$ cat config.mk
export PLATFORM = sky130hd
export DESIGN_NAME = boot_copy_ctrl
export DESIGN_NICKNAME = d
export VERILOG_FILES = /design/src/rtl/boot_copy_pkg.sv /design/src/rtl/boot_copy_ctrl.sv
export SDC_FILE = /design/constraint.sdc
export NUM_CORES = 1
export LEC_CHECK = 0
export ABC_AREA = 1
export CAP_MARGIN = 20
export CORE_ASPECT_RATIO = 2
export CORE_UTILIZATION = 40
export CTS_BUF_LIST = sky130_fd_sc_hd__clkbuf_8
export CTS_CLUSTER_SIZE = 10
export DETAILED_ROUTE_END_ITERATION = 7
export PLACE_DENSITY_LB_ADDON = 0.15
export RECOVER_POWER = 25
export SLEW_MARGIN = 20
export SYNTH_ARGS = -nofsm -noshare
export SYNTH_HDL_FRONTEND = slang
export SYNTH_SLANG_ARGS = --single-unit
$ cat constraint.sdc
create_clock -name clk_i -period 2.9 [get_ports clk_i]
set_clock_uncertainty 0.05 [all_clocks]
set_input_delay 0.58 -clock clk_i [delete_from_list [all_inputs] [get_ports clk_i]]
set_output_delay 0.58 -clock clk_i [all_outputs]
set_load 0.02 [all_outputs]
$ cat src/rtl/boot_copy_pkg.sv
// boot_copy_pkg
// Shared types and constants for the boot copy engine.
//   state_e     : copy FSM state encoding
//   BE_ALL_ONES : wide all-ones vector, sliced to the byte-enable width
package boot_copy_pkg;

  typedef enum logic [2:0] {
    IDLE   = 3'd0,
    RD_REQ = 3'd1,
    RD_CAP = 3'd2,
    WR     = 3'd3,
    CK_REQ = 3'd4,
    CK_CMP = 3'd5,
    DONE   = 3'd6
  } state_e;

  localparam int BE_MAX_W = 128;
  localparam logic [BE_MAX_W-1:0] BE_ALL_ONES = '1;

endpackage

$ cat src/rtl/boot_copy_ctrl.sv
// boot_copy_ctrl
// Boot-time copy engine: reads len words from the boot ROM starting at
// src_base and writes them to a destination SRAM port starting at dst_base.
// Each word takes RD_REQ -> RD_CAP -> WR; WR waits for dst_gnt_i.
// Optional macro BOOT_COPY_CHECKSUM_EN: after the block, the word at
// src_base+len is read and compared against the running sum of the copied
// words; a mismatch raises err_o (sticky until the next accepted start).
//
// Ports:
//   clk_i, rst_ni          clock, synchronous active-low reset
//   start_i                start request (only seen in IDLE)
//   src_base_i/dst_base_i  first source / destination word address
//   len_i                  word count, 0..ROM_WORDS
//   busy_o, done_o, err_o  status
//   rom_*                  ROM initiator port (read-only use)
//   dst_*                  destination write port with grant handshake
module boot_copy_ctrl
  import boot_copy_pkg::*;
#(
  parameter int DATA_WIDTH = 32,
  parameter int ROM_WORDS  = 1024,
  parameter int DST_AW     = 14,
  localparam int RA        = $clog2(ROM_WORDS),
  localparam int BEW       = (DATA_WIDTH + 7) / 8
) (
  input  logic                  clk_i,
  input  logic                  rst_ni,
  input  logic                  start_i,
  input  logic [RA-1:0]         src_base_i,
  input  logic [DST_AW-1:0]     dst_base_i,
  input  logic [RA:0]           len_i,
  output logic                  busy_o,
  output logic                  done_o,
  output logic                  err_o,
  output logic                  rom_req_o,
  output logic                  rom_we_o,
  output logic [RA-1:0]         rom_addr_o,
  output logic [DATA_WIDTH-1:0] rom_wdata_o,
  output logic [BEW-1:0]        rom_be_o,
  input  logic [DATA_WIDTH-1:0] rom_rdata_i,
  output logic                  dst_req_o,
  output logic                  dst_we_o,
  output logic [DST_AW-1:0]     dst_addr_o,
  output logic [DATA_WIDTH-1:0] dst_wdata_o,
  output logic [BEW-1:0]        dst_be_o,
  input  logic                  dst_gnt_i
);

  state_e                state_q;
  logic [RA-1:0]         src_q;
  logic [DST_AW-1:0]     dst_q;
  logic [RA:0]           len_q;
  logic [RA:0]           idx_q;
  logic [DATA_WIDTH-1:0] data_q;
`ifdef BOOT_COPY_CHECKSUM_EN
  logic [DATA_WIDTH-1:0] sum_q;
  logic                  err_q;
`endif

  // Plain truncated sums give the address wrap for free.
  logic [RA-1:0]     rd_addr;
  logic [RA-1:0]     ck_addr;
  logic [DST_AW-1:0] wr_addr;
  assign rd_addr = src_q + RA'(idx_q);
  assign ck_addr = src_q + RA'(len_q);
  assign wr_addr = dst_q + DST_AW'(idx_q);

  logic last_word;
  assign last_word = (idx_q == len_q - (RA+1)'(1));

  always_ff @(posedge clk_i) begin
    if (!rst_ni) begin
      state_q <= IDLE;
      src_q   <= '0;
      dst_q   <= '0;
      len_q   <= '0;
      idx_q   <= '0;
      data_q  <= '0;
`ifdef BOOT_COPY_CHECKSUM_EN
      sum_q   <= '0;
      err_q   <= 1'b0;
`endif
    end else begin
      case (state_q)
        IDLE: begin
          if (start_i) begin
            src_q <= src_base_i;
            dst_q <= dst_base_i;
            len_q <= len_i;
            idx_q <= '0;
`ifdef BOOT_COPY_CHECKSUM_EN
            sum_q <= '0;
            err_q <= 1'b0;
            state_q <= (len_i == '0) ? CK_REQ : RD_REQ;
`else
            state_q <= (len_i == '0) ? DONE : RD_REQ;
`endif
          end
        end
        RD_REQ: state_q <= RD_CAP;
        RD_CAP: begin
          data_q  <= rom_rdata_i;
`ifdef BOOT_COPY_CHECKSUM_EN
          sum_q   <= sum_q + rom_rdata_i;
`endif
          state_q <= WR;
        end
        WR: begin
          if (dst_gnt_i) begin
            if (last_word) begin
`ifdef BOOT_COPY_CHECKSUM_EN
              state_q <= CK_REQ;
`else
              state_q <= DONE;
`endif
            end else begin
              idx_q   <= idx_q + (RA+1)'(1);
              state_q <= RD_REQ;
            end
          end
        end
`ifdef BOOT_COPY_CHECKSUM_EN
        CK_REQ: state_q <= CK_CMP;
        CK_CMP: begin
          err_q   <= (rom_rdata_i != sum_q);
          state_q <= DONE;
        end
`endif
        DONE:    state_q <= IDLE;
        default: state_q <= IDLE;
      endcase
    end
  end

  // Outputs decode from the state; address/data are zero outside their
  // request cycles so the port is quiet in IDLE and right after reset.
  always_comb begin
    rom_req_o   = 1'b0;
    rom_addr_o  = '0;
    dst_req_o   = 1'b0;
    dst_addr_o  = '0;
    dst_wdata_o = '0;
    case (state_q)
      RD_REQ: begin
        rom_req_o  = 1'b1;
        rom_addr_o = rd_addr;
      end
`ifdef BOOT_COPY_CHECKSUM_EN
      CK_REQ: begin
        rom_req_o  = 1'b1;
        rom_addr_o = ck_addr;
      end
`endif
      WR: begin
        dst_req_o   = 1'b1;
        dst_addr_o  = wr_addr;
        dst_wdata_o = data_q;
      end
      default: ;
    endcase
  end

`ifndef BOOT_COPY_CHECKSUM_EN
  logic unused_ck;
  assign unused_ck = ^ck_addr;
`endif

  assign busy_o      = (state_q != IDLE);
  assign done_o      = (state_q == DONE);
`ifdef BOOT_COPY_CHECKSUM_EN
  assign err_o       = err_q;
`else
  assign err_o       = 1'b0;
`endif
  assign rom_we_o    = 1'b0;
  assign rom_wdata_o = '0;
  assign rom_be_o    = BE_ALL_ONES[BEW-1:0];
  assign dst_we_o    = dst_req_o;
  assign dst_be_o    = BE_ALL_ONES[BEW-1:0];

endmodule

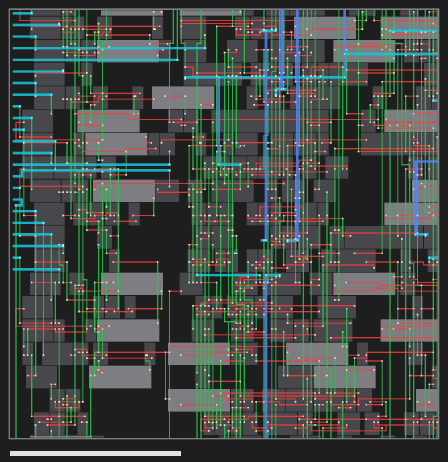
*A small window of the routed layout, run 1*
Bar = 20 um. Region (0, 16) to (50, 66) um. Cells in grey, sequential cells in the stronger grey; small squares are vias.
[M4] blue
[M1] red
[M2] green
[M3] cyan
netlist names of flops here include: `dst_q` (10), `data_q` (7), `idx_q` (2)
most frequent: a21oi_1 (33), nand2_1 (22), dfxtp_1 (19)
sequential cells in the window: 19
cells with their middle in the window: 195

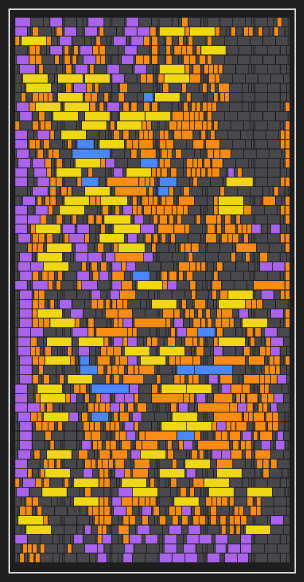
*Cells coloured by class, run 1*
Fill, decap, tap and diode cells in grey.
[remaining logic cells] orange | cells: 651 | share of their area: 49%
[registers] yellow | cells: 81 | share of their area: 23%
[remaining buffers and delay cells] purple | cells: 187 | share of their area: 24%
[clock drivers and dummy loads] blue | cells: 16 | share of their area: 3.6%

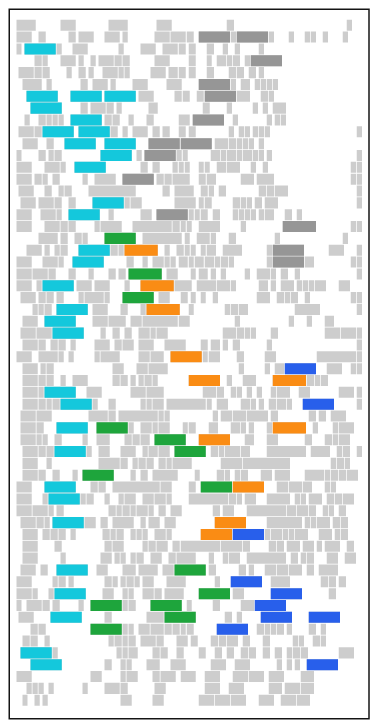
*Register map, names as in the netlist, run 1*
[`idx_q`] orange | flops: 11
[`src_q`] blue | flops: 10 | where: south-east
[`data_q`] cyan | flops: 32 | where: a vertical strip on the left
[`dst_q`] green | flops: 14
not coloured: 14
register area: 1630 um^2
Power Sequential: 1290 uW

==> job_summary.md, run 1 <==
## Implementation flow summary

| Metric | Value |
|---|---|
| Switching Power | `1051 uW` |
| Layout cells sized above 1 | `0.1647` |
| Number of storage elements in the synthesis netlist | `81` |
| # Cells Yosys | `770` |
| Top-level port count | `174` |
| Synth Area in Adders | `0.06111` |
| Fill cell instance count of the final layout | `1255` |
| Cell repeated most along the worst path | `sky130_fd_sc_hd__nand2_2` |
| Number of distinct library cells after synthesis | `42` |
| Top class by area | `combinational gates` |
| Part of the power in registers | `0.402` |
| Most congested layer reported by global routing | `met2` |
| Maximum number of pins on one net before global-route repair | `65` |
| Least-Margin Pin Slew | `1031 ps` |
| Post-synth EDFFs | `0` |
| Number of H-tree levels | `3` |
| DRC violation count after routing | `0` |
| Most repeated cell in the gate-level netlist after synthesis | `sky130_fd_sc_hd__nand2_1` |
| Worst slew margin relative to its limit | `0.3124` |
| Antenna Diode Count | `0` |
| Maximum operating frequency | `347.6 MHz` |
| Worst R2R Start | `len_q[0]` |
| Final weighted congestion of routability-driven global placement | `0.9099` |
| Yosys xor share | `0.02546` |
| Endpoint of the worst register-to-register path | `idx_q[4]` |
| Via count of the first global-routing pass | `5450` |
| Slowest CP cell | `sky130_fd_sc_hd__fa_2` |
| Latest clock arrival within the worst-skew pair | `360 ps` |
| Highest routed layer | `met4` |
| Commonest Layout Cell | `sky130_fd_sc_hd__nand2_1` |
| Detailed-route wire length on metal 1 | `5523 um` |
| Switching share of power | `0.3269` |
| GR Overflow Total | `0` |
| Power drawn by the clock network | `1030 uW` |
| Ranking of synthesized cells by area | `sky130_fd_sc_hd__dfxtp_1 (31%), sky130_fd_sc_hd__a21oi_1 (11%), sky130_fd_sc_hd__nand2_1 (8.2%)` |
| Share of the final layout cell area in multi-input gates | `0.4285` |
| Routed via count | `5487` |
| Endpoint required time on the critical path | `2270 ps` |
| Synth Area in Compound Gates | `0.1920` |
| Synth Area per Inst | `6.701 um^2` |
| Reg clk slew, reported paths | `80 ps` |
| Cell-internal power | `2164 uW` |
| Cell type contributing the most total cell area after synthesis | `sky130_fd_sc_hd__dfxtp_1` |
| Post-synth top cells | `sky130_fd_sc_hd__nand2_1 (113), sky130_fd_sc_hd__a21oi_1 (112), sky130_fd_sc_hd__dfxtp_1 (81), sky130_fd_sc_hd__inv_1 (81), sky130_fd_sc_hd__nor2_1 (80)` |
| DP Worst Slack | `-287.9 ps` |
| Global-route met3 utilization | `0.05210` |
| Cells resized by post-CTS repair | `85` |
| Clock tree from TritonCTS | `yes` |
| Multi-Input Combinational | `559` |
| Seq_cells | `81` |
| Setup slack, reg-to-reg | `600 ps` |
| Setup repair after global routing missed its margin | `yes` |
| TritonCTS Sinks | `81` |
| Area Overhead vs Synth | `39.77%` |
| Summed standard-cell area reported by yosys | `5160 um^2` |
| Horizontal die dimension | `82.31 um` |
| Non-clock buffers, area share | `0.2366` |
| Sequential area share after synthesis | `0.3143` |
| Run status | `completed` |
| Start point of the worst hold path | `data_q[13]` |
| Logic area | `3090 um^2` |
| Non-filler cells, final | `1085` |
| Global-route wire length before repair | `24550 um` |
| Cells along the critical path | `ha_4 > fa_2 > nand3_2 > nand3_2 > nand2_2 > nand2_2 > a21oi_4 > o21ai_2 > nand3_1 > nand2_2 > nand2_1 > nand2_1 > nor2_1 > buf_4` |
| Number of cell instances on the worst register-to-register path | `12` |
| Non-CTS buffers | `187` |
| Predominant post-synthesis flop cell | `sky130_fd_sc_hd__dfxtp_1` |
| Wire length on met2 | `8585 um` |
| Max Buffers Root-to-Sink | `2` |
| Post-CTS Hold Fix Bufs | `0` |
| Sink of the worst hold path | `data_q[13]` |
| Kind of capture point of the worst setup path | `output port` |
| Total iterations of the first detailed-routing run | `5` |
| Peak fanout along the critical path | `2` |
| Placed cell count | `1065` |
| Flip-flop count of the largest register, all copies and words added | `32` |
| Area fraction of the dominant cell type after synthesis | `0.3143` |
| Global routing usage on met2 | `0.4512` |
| Power in combinational cells | `890 uW` |
| GRT Total Usage | `0.2400` |
| Syn. warnings | `0` |
==> run 1: critical path, delay by kind of cell, from the launching register on <==
family | cells | cell delay (ps)
flops | 1 | 340
simple gates | 9 | 620
compound gates | 2 | 230
fa+ha+maj | 2 | 560
buf+inv | 1 | 140
==> run 1: stage by stage <==
| step | power (uW) | TNS [ps] | hold WS, ps | instance area [um^2] |
|---|---|---|---|---|
| global placement | 2165 | -830.2 | 389.3 | 6729 |
| detailed placement | 2187 | -1223 | 397.0 | 6729 |
| global route | 3392 | -494.3 | 418.4 | 7212 |
| finish | 3215 | 0 | 403.9 | 7212 |
| floorplan | 1916 | 0 | 380.0 | 5310 |
| CTS | 3219 | -45.56 | 409.6 | 7052 |
==> inputs of run 2 (changes only) <==
==> constraint.sdc (replaced) <==
create_clock -name clk_i -period 2.9 [get_ports clk_i]
set_clock_uncertainty 0.05 [all_clocks]
set_input_delay 0.87 -clock clk_i [delete_from_list [all_inputs] [get_ports clk_i]]
set_output_delay 0.87 -clock clk_i [all_outputs]
set_load 0.02 [all_outputs]
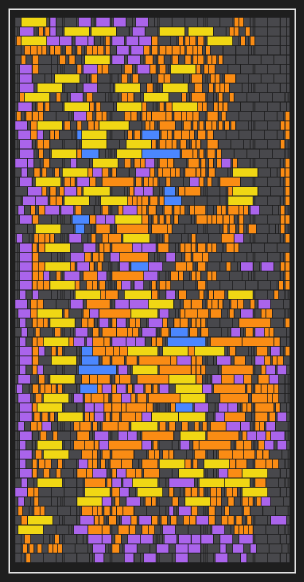
*Cells coloured by class, run 2*
Fill, decap, tap and diode cells in grey.
[remaining logic cells] orange | cells: 651 | share of their area: 50%
[remaining buffers and delay cells] purple | cells: 215 | share of their area: 25%
[registers] yellow | cells: 81 | share of their area: 22%
[clock drivers and dummy loads] blue | cells: 16 | share of their area: 3.2%

==> run 2 against run 1 <==
The flow now finishes with violations (negative setup slack). Final cell count is 2.6% higher. Routed wire length is 5.0% higher. Die size stayed put. Area after synthesis stayed put. Sequential power hardly changed. Flip-flop count stayed put. Worst hold slack better by 2.3 ps. Largest power group unchanged. Combinational power is 7.5% higher. Via count is 3.2% higher.
==> job_summary.md, run 2 <==
## Implementation flow summary

| Metric | Value |
|---|---|
| GRT Total Usage | `0.2468 (+0.006816)` |
| Endpoint required time on the critical path | `1980 ps (-290 ps)` |
| Maximum operating frequency | `310.0 MHz (-11%)` |
| Sink of the worst hold path | `data_q[20]` |
| Layout cells sized above 1 | `0.2845 (+0.1198)` |
| Routed via count | `5664 (+3.2%)` |
| Sequential area share after synthesis | `0.3143 (unchanged)` |
| GR Overflow Total | `0 (unchanged)` |
| Cell repeated most along the worst path | `sky130_fd_sc_hd__nand2_2` |
| Number of distinct library cells after synthesis | `42 (unchanged)` |
| Top-level port count | `174 (unchanged)` |
| Placed cell area | `6857 um^2 (+1.9%)` |
| Tapcells | `150` |
| Placed cell count | `1079 (+1.3%)` |
| TritonCTS Sinks | `81 (unchanged)` |
| Ranking of synthesized cells by area | `sky130_fd_sc_hd__dfxtp_1 (31%), sky130_fd_sc_hd__a21oi_1 (11%), sky130_fd_sc_hd__nand2_1 (8.2%)` |
| Number of cell instances on the worst register-to-register path | `12 (unchanged)` |
| Via count of the first global-routing pass | `5408 (-0.77%)` |
| Multi-Input Combinational | `559 (unchanged)` |
| Post-synth EDFFs | `0 (unchanged)` |
| Stage-log warning count | `28` |
| Commonest Layout Cell | `sky130_fd_sc_hd__nand2_1` |
| Post-synth top cells | `sky130_fd_sc_hd__nand2_1 (113), sky130_fd_sc_hd__a21oi_1 (112), sky130_fd_sc_hd__dfxtp_1 (81), sky130_fd_sc_hd__inv_1 (81), sky130_fd_sc_hd__nor2_1 (80)` |
| Flip-flop count of the largest register, all copies and words added | `32 (unchanged)` |
| Global routing usage on met2 | `0.4730 (+0.02179)` |
| Maximum number of pins on one net before global-route repair | `65 (unchanged)` |
| # Cells Yosys | `770 (unchanged)` |
| Max Buffers Root-to-Sink | `2 (unchanged)` |
| Non-filler cells, final | `1113 (+2.6%)` |
| Area Overhead vs Synth | `48.93%` |
| Worst Setup EP | `dst_addr_o[10]` |
| Non-clock buffers, area share | `0.2442 (+0.007579)` |
| Worst R2R Start | `state_q[2]` |
| Syn. warnings | `0 (unchanged)` |
| Kind of capture point of the worst setup path | `output port` |
| Logic depth of the worst setup path including buffers | `14 (unchanged)` |
| Endpoint of the worst register-to-register path | `idx_q[0]` |
| Buffers and inverters on the worst path | `1 (unchanged)` |
| Total iterations of the first detailed-routing run | `4 (-1)` |
| DRC violation count after routing | `0 (unchanged)` |
| Final setup violation count | `12` |
| Most repeated cell in the gate-level netlist after synthesis | `sky130_fd_sc_hd__nand2_1` |
| Run status | `complete, but fails checks` |
| Clock tree from TritonCTS | `yes` |
| Cell type contributing the most total cell area after synthesis | `sky130_fd_sc_hd__dfxtp_1` |
| Synth Area in Adders | `0.06111 (unchanged)` |
| Detailed-route wire length on metal 1 | `5554 um (+0.56%)` |
| Post-CTS Hold Fix Bufs | `0 (unchanged)` |
| Fill cell instance count of the final layout | `1185 (-5.6%)` |
| Post-route design area | `7685 um^2 (+6.6%)` |
| Wire length on met2 | `9137 um (+6.4%)` |
| Yosys xor share | `0.02546 (unchanged)` |
| Seq_cells | `81 (unchanged)` |
| Global-route met3 utilization | `0.04706 (-0.005042)` |
| Number of buffers created by CTS | `9` |
| Number of storage elements in the synthesis netlist | `81 (unchanged)` |
| Non-CTS buffers | `215 (+15%)` |
| Slowest CP cell | `sky130_fd_sc_hd__fa_2` |
| Worst path top cell family by delay | `simple AND/OR/NAND/NOR gates` |
| Synth Area in Compound Gates | `0.1920 (unchanged)` |
| Register area | `1647 um^2 (+1.0%)` |
| Antenna Diode Count | `0 (unchanged)` |
| Crit path setup slack, layout | `-325.6 ps` |
| Worst slew margin relative to its limit | `0.5865 (+0.2741)` |
| Setup slack, reg-to-reg | `520 ps (-80 ps)` |
| Start point of the worst hold path | `data_q[20]` |
| Share of the final layout cell area in multi-input gates | `0.4406 (+0.01205)` |
| Final weighted congestion of routability-driven global placement | `0.8955 (-1.6%)` |
| Synth Area per Inst | `6.701 um^2 (unchanged)` |
| Summed standard-cell area reported by yosys | `5160 um^2 (unchanged)` |
| Setup repair after global routing missed its margin | `yes` |
| Least-Margin Pin Slew | `620.3 ps (-411.1 ps)` |
| Number of H-tree levels | `3 (unchanged)` |
| Failing checks | `negative setup slack` |
| Area fraction of the dominant cell type after synthesis | `0.3143 (unchanged)` |
| Highest routed layer | `met4` |
-- run 2: report_power, final --
part           leakage, uW  switching, uW  internal, uW
registers         0.000670           68.9          1220
logic              0.00256            577           380
clock network     0.000121            422           573
total              0.00335           1070          2170
-- run 2: metrics by stage --
step	power (uW)	hold slack (ps)	setup TNS, ps	util
2_1_floorplan	1917	380.0	0	-
3_3_place_gp	2184	389.6	-4779	0.5461
3_5_place_dp	2208	395.3	-5329	0.5461
4_1_cts	3251	408.5	-1758	0.5998
5_1_grt	3434	423.1	-3407	0.6121
6_report	3243	406.2	-1777	0.6121
-- run 2: timing repair --
action	4_1_cts	5_1_grt
pin swaps	19	38
resized	246	104
endpoints found under the setup margin	57	43
setup buffers	10	10
Power figures rest on the tool's default switching activity, not on a simulated workload.
